Design rc_osc_freq_monitor, sky130hd; sources not shown.
A small window of the routed layout:
Window x 27 to 57, y 101 to 131 um. Cells in gray, sequential cells in the stronger gray; small squares are vias.
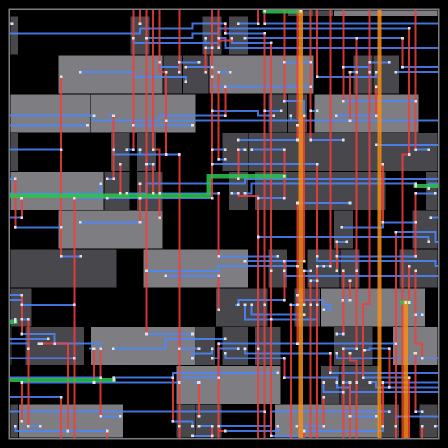
| layer | color |
|---|---|
| met3 | green |
| met4 | orange |
| met1 | blue |
| met2 | red |
cells with their middle in the window: 51
most frequent: nand2_1 (13), dfxtp_1 (13), a21oi_1 (7)
sequential cells in the window: 13

Gate families picked out:
(4 px per um)
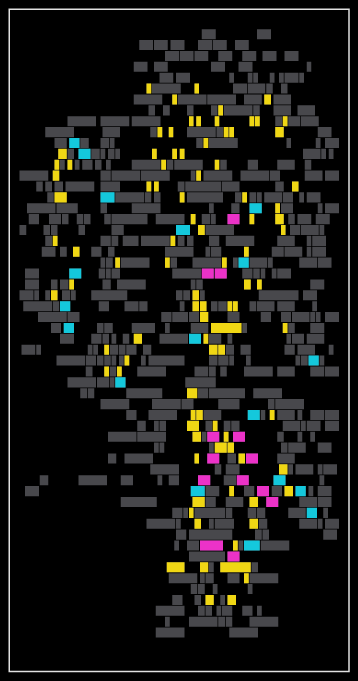
| family | color | cells |
|---|---|---|
| XOR/XNOR gates | magenta | 13 |
| AND-OR and OR-AND gates | cyan | 18 |
| NAND gates | yellow | 93 |
Layout Cells excl Fill: 697
Comb area share: 50.1%

Metal layers overlaid:
(3 px per um) Two of the layers only.
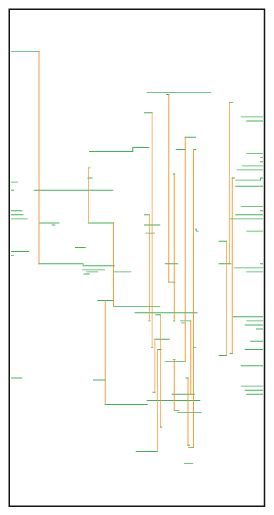
| layer | color | wire length |
|---|---|---|
| met3 | green | 494 um |
| met4 | orange | 853 um |
WL/cell: 17.6 um
drt total wl: 12300 um
gr usage total: 18.0%
via count: 3813

The metal 1 layer:
(3 px per um) Supply wires on this layer in gray.
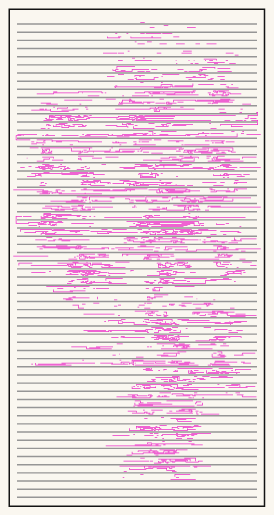
longest straight run: 30.4 um
main direction: horizontal
GR Util met1: 18.4%

==> flow_metrics.env <==
# physical design summary
export IMPL_status="completed"
export IMPL_clk_path_buf_depth=2
export IMPL_numPortBuffers=58
export IMPL_grtUsageMet2_pct=32.5
export IMPL_ctsHoldBuffers=0
export IMPL_r2r_setup_slack_ns=2.28
export IMPL_fin_tns_setup_ns=0
export IMPL_synth_cells=496
export IMPL_cp_start_kind="flop"
export IMPL_drc=0
export IMPL_rsz0062_at_grt="no"
export IMPL_fillCellCount=1308
export IMPL_hold_class="reg2reg"
export IMPL_htreeDepth=3
export IMPL_warning_count=26
export IMPL_root_buffer="clkbuf_16"
export IMPL_place_congestion=0.842
export IMPL_setup_ws_ns=2.28
export IMPL_min_period_over_period_pct=63.3
export IMPL_final_hold_viol_count=0
export IMPL_gr_total_overflow=0
export IMPL_clock_sinks=57
export IMPL_final_core_util_pct=38.5
export IMPL_p_per_area_nw_per_um2=209
export IMPL_hold_slack_ns=0.287
export IMPL_first_pass_iters=4
export IMPL_grt_busiest_layer="met2"
export IMPL_clkTransAtPathRegs_ns=0.06
export IMPL_syn_avg_cell_area_um2=7.86
export IMPL_die_h_um=165
export IMPL_placed_cells=681
export IMPL_design_area_um2=4860
export IMPL_clk_latency_ns=0.33
export IMPL_whs_path_depth=1
export IMPL_synth_area_um2=3900
export IMPL_max_freq_mhz=255
export IMPL_drv_cap=0
export IMPL_die_area_um2=14000
export IMPL_grt_pass1_wl_um=19700
export IMPL_cp_data_required_time_ns=6.26
export IMPL_core_area_um2=12600
export IMPL_ys_ff=57
export IMPL_grt_antenna_before_repair=0
==> kinds of logic (layout without fill, tap and decap cells) <==
logic type	after synthesis	count (layout)	synth area share (%)
adder cells (fa/ha/maj)	32	32	10.3
XOR/XNOR	13	13	3.12
multiplexers	1	1	0.289
AND/OR/NAND/NOR	185	185	26.6
buffers and inverters	76	127	8.25
AND-OR/OR-AND	132	132	22.2
flip-flops	57	57	29.3
==> layout make-up <==
cell class	count	area, um2	share of cell area [%]
sequential	57	1140	23.5
clock buffer	10	239	4.92
clock inverter	6	67.6	1.39
tap	150	188	3.86
multi-input combinational	363	2430	50.1
timing repair buffer	62	606	12.5
inverter	49	184	3.79
==> cell usage after synthesis, drive strengths merged (5+ instances only) <==
library cell	count
dfxtp	57
a21oi	43
a211oi	7
clkbuf	15
xnor2	8
nand4	15
nand3	15
or3	8
ha	32
a22oi	11
nand2	56
buf	12
a31oi	7
or4	5
nor2	40
o21ai	27
xor2	5
inv	48
nor4	6
o211ai	5
nor3	16
==> layer usage <==
layer,up-vias,wire [um]
li1,1872,-
met3,45,493
met1,1777,4560
met4,0,853
met2,119,6360
met5,-,0
==> worst max-delay path, stage by stage, from the launching register on <==
cell,delay [ns]
dfxtp_1,0.49
nand4_2,0.26
nor4_2,0.65
o21ai_0,0.23
inv_1,0.25
ha_1,0.31
a2111oi_0,0.45
o21ai_0,0.25
a221oi_1,0.30
nand2_1,0.09
a211oi_1,0.27
a21oi_1,0.10
==> report_power, final <==
group / switching (mW) / leakage (nW) / internal (mW)
logic: 0.0674 / 1.38 / 0.0547
clock network: 0.179 / 0.145 / 0.322
registers: 0.0121 / 0.464 / 0.378
Power and IR drop assume default switching activity.
